## config.mk

```make
export PLATFORM = sky130hd
export DESIGN_NAME = uart_tx_arbiter
export DESIGN_NICKNAME = d
export VERILOG_FILES = /design/src/rtl/uart_arb_pkg.sv /design/src/rtl/uart_rr_arbiter.sv /design/src/rtl/uart_tx_arbiter.sv
export SDC_FILE = /design/constraint.sdc
export NUM_CORES = 1
export LEC_CHECK = 0
export CAP_MARGIN = 20
export CORE_UTILIZATION = 33
export CTS_CLUSTER_DIAMETER = 120
export DETAILED_ROUTE_END_ITERATION = 10
export PLACE_DENSITY = 0.65
export SLEW_MARGIN = 20
export SYNTH_ARGS = -nofsm -noshare
export SYNTH_HDL_FRONTEND = slang
export SYNTH_SLANG_ARGS = --single-unit
```

## constraint.sdc

```tcl
create_clock -name clk -period 3 [get_ports clk]
set_input_delay 0.9 -clock clk [delete_from_list [all_inputs] [get_ports clk]]
set_output_delay 0.9 -clock clk [all_outputs]
set_load 0.02 [all_outputs]
```

## src/rtl/uart_arb_pkg.sv

```systemverilog
// Shared types and defaults for the UART transmit arbiter.
//   arb_state_e        : sequencer states (IDLE, SEND, GAP)
//   DEF_NUM_REQ        : default requester count
//   ID_W               : grant index width for the default requester count
//   DEF_TIMEOUT_CYCLES : default watchdog limit in clock cycles
package uart_arb_pkg;

  typedef enum logic [1:0] {
    IDLE = 2'd0,
    SEND = 2'd1,
    GAP  = 2'd2
  } arb_state_e;

  localparam int unsigned DEF_NUM_REQ        = 4;
  localparam int unsigned ID_W               = $clog2(DEF_NUM_REQ);
  localparam logic [31:0] DEF_TIMEOUT_CYCLES = 32'd2000000;

endpackage

```

## src/rtl/uart_rr_arbiter.sv

```systemverilog
// Combinational rotate-priority encoder.
//   req         : request mask, one bit per requester
//   rr_ptr      : highest-priority index when unlocked
//   lock, owner : when lock=1 only owner may win
//   gnt_valid_c : a winner exists
//   gnt_idx_c   : index of the winner
module uart_rr_arbiter
  import uart_arb_pkg::*;
#(
  parameter int unsigned NUM_REQ = DEF_NUM_REQ
) (
  input  logic [NUM_REQ-1:0]         req,
  input  logic [$clog2(NUM_REQ)-1:0] rr_ptr,
  input  logic                       lock,
  input  logic [$clog2(NUM_REQ)-1:0] owner,
  output logic                       gnt_valid_c,
  output logic [$clog2(NUM_REQ)-1:0] gnt_idx_c
);

  localparam int unsigned GNT_W = $clog2(NUM_REQ);

  // Search rr_ptr, rr_ptr+1, ... modulo NUM_REQ; first hit wins.
  always_comb begin
    int unsigned idx;
    idx         = 0;
    gnt_valid_c = 1'b0;
    gnt_idx_c   = '0;
    if (lock) begin
      gnt_valid_c = req[owner];
      gnt_idx_c   = owner;
    end else begin
      for (int unsigned k = 0; k < NUM_REQ; k++) begin
        idx = 32'(rr_ptr) + k;
        if (idx >= NUM_REQ) idx = idx - NUM_REQ;
        if (!gnt_valid_c && req[GNT_W'(idx)]) begin
          gnt_valid_c = 1'b1;
          gnt_idx_c   = GNT_W'(idx);
        end
      end
    end
  end

endmodule

```

## src/rtl/uart_tx_arbiter.sv

```systemverilog
// Shares one UART transmitter between NUM_REQ byte-stream requesters.
// Round-robin grant held for a whole packet, tx_start/clear_req handshake,
// and a watchdog that aborts a frame the transmitter never completes.
//   clk, rst                         : clock, async active-high reset
//   req_valid/req_data/req_last      : per-requester byte offer
//   req_ready                        : same-cycle accept pulse (one-hot)
//   tx_start, tx_data, clear_req     : transmitter handshake
//   busy, grant_id, err_timeout      : status
module uart_tx_arbiter
  import uart_arb_pkg::*;
#(
  parameter int unsigned NUM_REQ        = DEF_NUM_REQ,
  parameter logic [31:0] TIMEOUT_CYCLES = DEF_TIMEOUT_CYCLES
) (
  input  logic                       clk,
  input  logic                       rst,
  input  logic [NUM_REQ-1:0]         req_valid,
  input  logic [8*NUM_REQ-1:0]       req_data,
  input  logic [NUM_REQ-1:0]         req_last,
  output logic [NUM_REQ-1:0]         req_ready,
  output logic                       tx_start,
  output logic [7:0]                 tx_data,
  input  logic                       clear_req,
  output logic                       busy,
  output logic [$clog2(NUM_REQ)-1:0] grant_id,
  output logic                       err_timeout
);

  localparam int unsigned GNT_W = $clog2(NUM_REQ);

  arb_state_e       state_q, state_d;
  logic             tx_start_q, tx_start_d;
  logic [7:0]       tx_data_q, tx_data_d;
  logic             last_q, last_d;
  logic [GNT_W-1:0] grant_id_q, grant_id_d;
  logic [GNT_W-1:0] rr_ptr_q, rr_ptr_d;
  logic             lock_q, lock_d;
  logic [31:0]      timer_q, timer_d;
  logic             err_timeout_q, err_timeout_d;
  logic             busy_q, busy_d;

  logic             gnt_valid;
  logic [GNT_W-1:0] gnt_idx;
  logic [GNT_W-1:0] next_id;
  logic             timeout_hit;

  uart_rr_arbiter #(.NUM_REQ(NUM_REQ)) u_rr (
    .req         (req_valid),
    .rr_ptr      (rr_ptr_q),
    .lock        (lock_q),
    .owner       (grant_id_q),
    .gnt_valid_c (gnt_valid),
    .gnt_idx_c   (gnt_idx)
  );

  // Requester after the current owner, wrapping to 0.
  assign next_id = (grant_id_q == GNT_W'(NUM_REQ - 1)) ? '0 : grant_id_q + GNT_W'(1);

  assign timeout_hit = (TIMEOUT_CYCLES != 32'd0) && (timer_q == TIMEOUT_CYCLES - 32'd1);

  // Next-state and datapath updates.
  always_comb begin
    state_d       = state_q;
    tx_start_d    = tx_start_q;
    tx_data_d     = tx_data_q;
    last_d        = last_q;
    grant_id_d    = grant_id_q;
    rr_ptr_d      = rr_ptr_q;
    lock_d        = lock_q;
    timer_d       = timer_q;
    err_timeout_d = 1'b0;
    req_ready     = '0;

    case (state_q)
      IDLE: begin
        if (gnt_valid) begin
          tx_data_d          = req_data[{gnt_idx, 3'b000} +: 8];
          last_d             = req_last[gnt_idx];
          grant_id_d         = gnt_idx;
          req_ready[gnt_idx] = 1'b1;
          tx_start_d         = 1'b1;
          timer_d            = '0;
          state_d            = SEND;
        end
      end
      SEND: begin
        // Completion takes priority over a simultaneous watchdog expiry.
        if (clear_req) begin
          tx_start_d = 1'b0;
          state_d    = GAP;
          if (last_q) begin
            lock_d   = 1'b0;
            rr_ptr_d = next_id;
          end else begin
            lock_d   = 1'b1;
          end
        end else if (timeout_hit) begin
          tx_start_d    = 1'b0;
          err_timeout_d = 1'b1;
          lock_d        = 1'b0;
          rr_ptr_d      = next_id;
          state_d       = GAP;
        end else begin
          timer_d = (timer_q == '1) ? timer_q : timer_q + 32'd1;
        end
      end
      GAP: begin
        state_d = IDLE;
      end
      default: begin
        state_d    = IDLE;
        tx_start_d = 1'b0;
      end
    endcase

    busy_d = (state_d != IDLE) || lock_d;
  end

  // State register.
  always_ff @(posedge clk or posedge rst) begin
    if (rst) begin
      state_q       <= IDLE;
      tx_start_q    <= 1'b0;
      tx_data_q     <= '0;
      last_q        <= 1'b0;
      grant_id_q    <= '0;
      rr_ptr_q      <= '0;
      lock_q        <= 1'b0;
      timer_q       <= '0;
      err_timeout_q <= 1'b0;
      busy_q        <= 1'b0;
    end else begin
      state_q       <= state_d;
      tx_start_q    <= tx_start_d;
      tx_data_q     <= tx_data_d;
      last_q        <= last_d;
      grant_id_q    <= grant_id_d;
      rr_ptr_q      <= rr_ptr_d;
      lock_q        <= lock_d;
      timer_q       <= timer_d;
      err_timeout_q <= err_timeout_d;
      busy_q        <= busy_d;
    end
  end

  assign tx_start    = tx_start_q;
  assign tx_data     = tx_data_q;
  assign grant_id    = grant_id_q;
  assign err_timeout = err_timeout_q;
  assign busy        = busy_q;

endmodule
```

Clock distribution:
Scale bar: 20 microns.
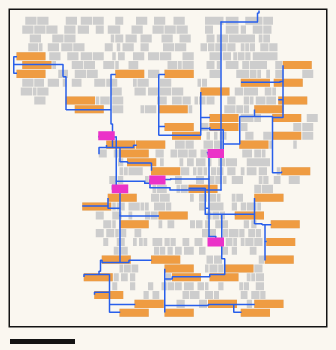
- clock wires: blue (length 679 microns)
- flip-flops: orange (count 51)
- clock drivers: magenta (count 5)
- routed clock nets: 6

Clock wiring as the flow saved it:
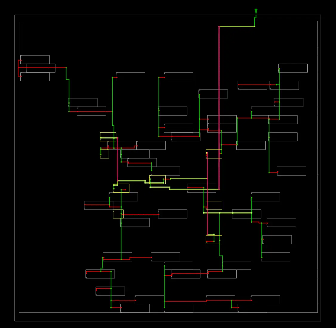
Layout clock buffers: 6
later-pin clock latency in the skew report: 0.31 ns
flip-flops: 51

A small window of the routed layout:
Window x 58 to 88, y 9 to 39 microns. Cells in gray, sequential cells in the stronger gray; small squares are vias.
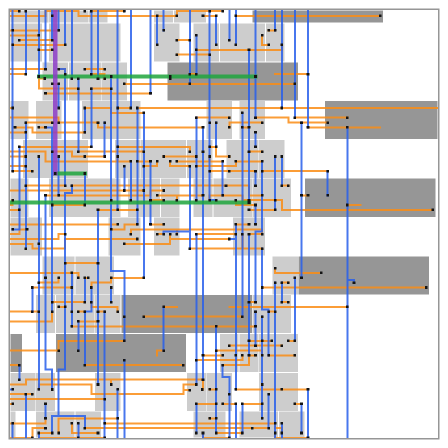
- metal 4: purple
- metal 1: orange
- metal 3: green
- metal 2: blue
- cells with their middle in the window: 57
- most frequent: a21oi_1 (7), nand2_1 (6), dfrtp_1 (6)
- sequential cells in the window: 6
- netlist names of flops here include: `timer_q` (6)

==> qor.csv <==
stage,metric,value,unit
critical_path,cp.buffers_inverters,2,
layout,buffers,80,
clock_network,cts_buffers,5,
synth,ys_sh_adder,0.8375,%
pwr,clkPwrFrac,15.2,%
final_timing,drv_slew,0,
final_timing,worst_pin_slew,0.6928,ns
layout,final_nets,440,
placement,place_ws,-0.8548,ns
layout,multi_input_comb_cells,251,
critical_path,rrSetupSlack,0.45,ns
synth,synth_area_per_cell,9.137,sq um
layout,logic_area,1648,sq um
clock_network,postCtsHoldBufs,0,
layout,dominant-cell-class,multi-input combinational cells,
layout,drive_gt1_share,13.64,%
floorplan,dieWidth,97.16,microns
layout,syn2layout_area_growth,32.12,%
floorplan,n_tap_cell,108,
clock_network,post-cts-setup-buffers,0,
clock_network,cts.clk_slew.worst_paths,0.09,ns
routing,num_vias,2771,
pwr,combinationalPower,1.45,mW
critical_path,r2r_end,timer_q[8],
critical_path,path_cells,"buf_6, mux4_2, a32o_1, nand2_2, nor2_1, buf_4",
routing,ant_nets,0,
layout,regArea,1276,sq um
final_timing,clock_skew,0.008770,ns
critical_path,start_kind,primary input,
routing,viasPerCell,5.498,
pwr,pg_seq,0.926,mW
synth,synth.net_count,372,
layout,seq_share,32.33,%
synth,ys_cells,327,
synth,netlist_area,2988,sq um
final_timing,tns,0,ns
global_routing,use_met2,28.28,%
pwr,p_leak,1.650,nW
synth,synth-warning-count,0,
pwr,swShare,40.58,%
pwr,p_sw,1.140,mW
synth,mux_share,8.501,%
final_timing,slew-limit-headroom,53.39,%
routing,wirelength_met1,3570,microns
global_routing,grt_max_degree,52,
critical_path,crit_type,in -> out,
final_timing,timing.final.ws_setup,0.01856,ns
critical_path,cp-endpoint,req_ready[2],
routing,drc,0,
final_timing,fin_crit_sh,99.38,%
routing,met3_length,203,microns
routing,wirelength,7724,microns
layout,clkCellAreaFrac,2.504,%
layout,area_share_nonclk_buffers,19.43,%
floorplan,num_io_pins,60,
routing,dr_wl_met2,3845,microns
synth,async_reset_ff_share,100.0,%
pwr,intPower,1.669,mW
global_routing,antenna_found_initial,0,
synth,ys_sh_simple,27.81,%
pwr,power_frac_seq,33.0,%
clock_network,htreeDepth,2,
floorplan,fp_util,34.09,%
worst_hold_path,hold_end,tx_data[0],
final_timing,setup-violations-final,0,
synth,synth.logic.top_family,simple AND/OR/NAND/NOR gates,
routing,drtIter0Drc,187,
critical_path,required,2.10,ns
run_status,status,completed,
placement,port-buffer-count,59,
clock_network,ctsResizeCount,49,
floorplan,design.core.area,8763,sq um
floorplan,dieArea,9439,sq um
critical_path,startpoint,req_valid[3],
global_routing,grt_util_all_layers,16.89,%
synth,yosys_area,2988,sq um
global_routing,use_met1,22.61,%
layout,comb_share,41.74,%
critical_path,crit_fanout,3,
clock_network,clock_sinks,51,
layout,fillers,847,
global_routing,grt-ovfl-total,0,
## synth_stat cells (2+ instances only)
cell | number | area (sq um)
a21o_1 | 2 | 15.01
ha_1 | 2 | 25.02
clkbuf_1 | 9 | 33.78
nand4_1 | 11 | 68.82
buf_2 | 4 | 20.02
nand2b_1 | 4 | 25.02
o31a_1 | 3 | 26.28
inv_1 | 6 | 22.52
a21oi_1 | 17 | 85.08
and2_1 | 2 | 12.51
buf_4 | 2 | 15.01
buf_1 | 3 | 11.26
o21ai_1 | 13 | 65.06
o31ai_1 | 8 | 60.06
or3_1 | 9 | 56.30
and3_1 | 6 | 37.54
mux2i_1 | 22 | 220.2
o311ai_1 | 2 | 17.52
nor3_1 | 4 | 20.02
o211ai_1 | 3 | 22.52
o41ai_1 | 2 | 17.52
and4_1 | 2 | 17.52
nor2b_1 | 7 | 43.79
or4_1 | 11 | 82.58
o221ai_1 | 10 | 87.58
dfrtp_1 | 51 | 1276
nand4b_1 | 2 | 17.52
o21ai_0 | 2 | 10.01
nor4_1 | 9 | 56.30
nor2_1 | 18 | 67.56
nand2_1 | 45 | 168.9
nand3_1 | 13 | 65.06
xnor2_1 | 3 | 26.28
o21a_1 | 3 | 22.52
nor4b_1 | 2 | 17.52
## worst min-delay path: cells and delay by family (launching register included)
kind / cells / cell delay [ns]
simple gates: 1 / 0.05
compound gates: 1 / 0.06
flops: 1 / 0.35
## metrics by stage
stage / hold WS [ns] / util [%] / instance area, sq um / power (mW) / instances
floorplan: 0.4515 / - / 2992 / 1.767 / 327
global placement: 0.4606 / 43.28 / 3792 / 2.330 / 496
detailed placement: 0.4706 / 43.28 / 3792 / 2.356 / 496
CTS: 0.4941 / 44.66 / 3914 / 2.798 / 503
global route: 0.5200 / 45.05 / 3948 / 3.010 / 504
finish: 0.4885 / 45.05 / 3948 / 2.808 / 504
No activity file was given, so power comes from the tool's default toggle rates.
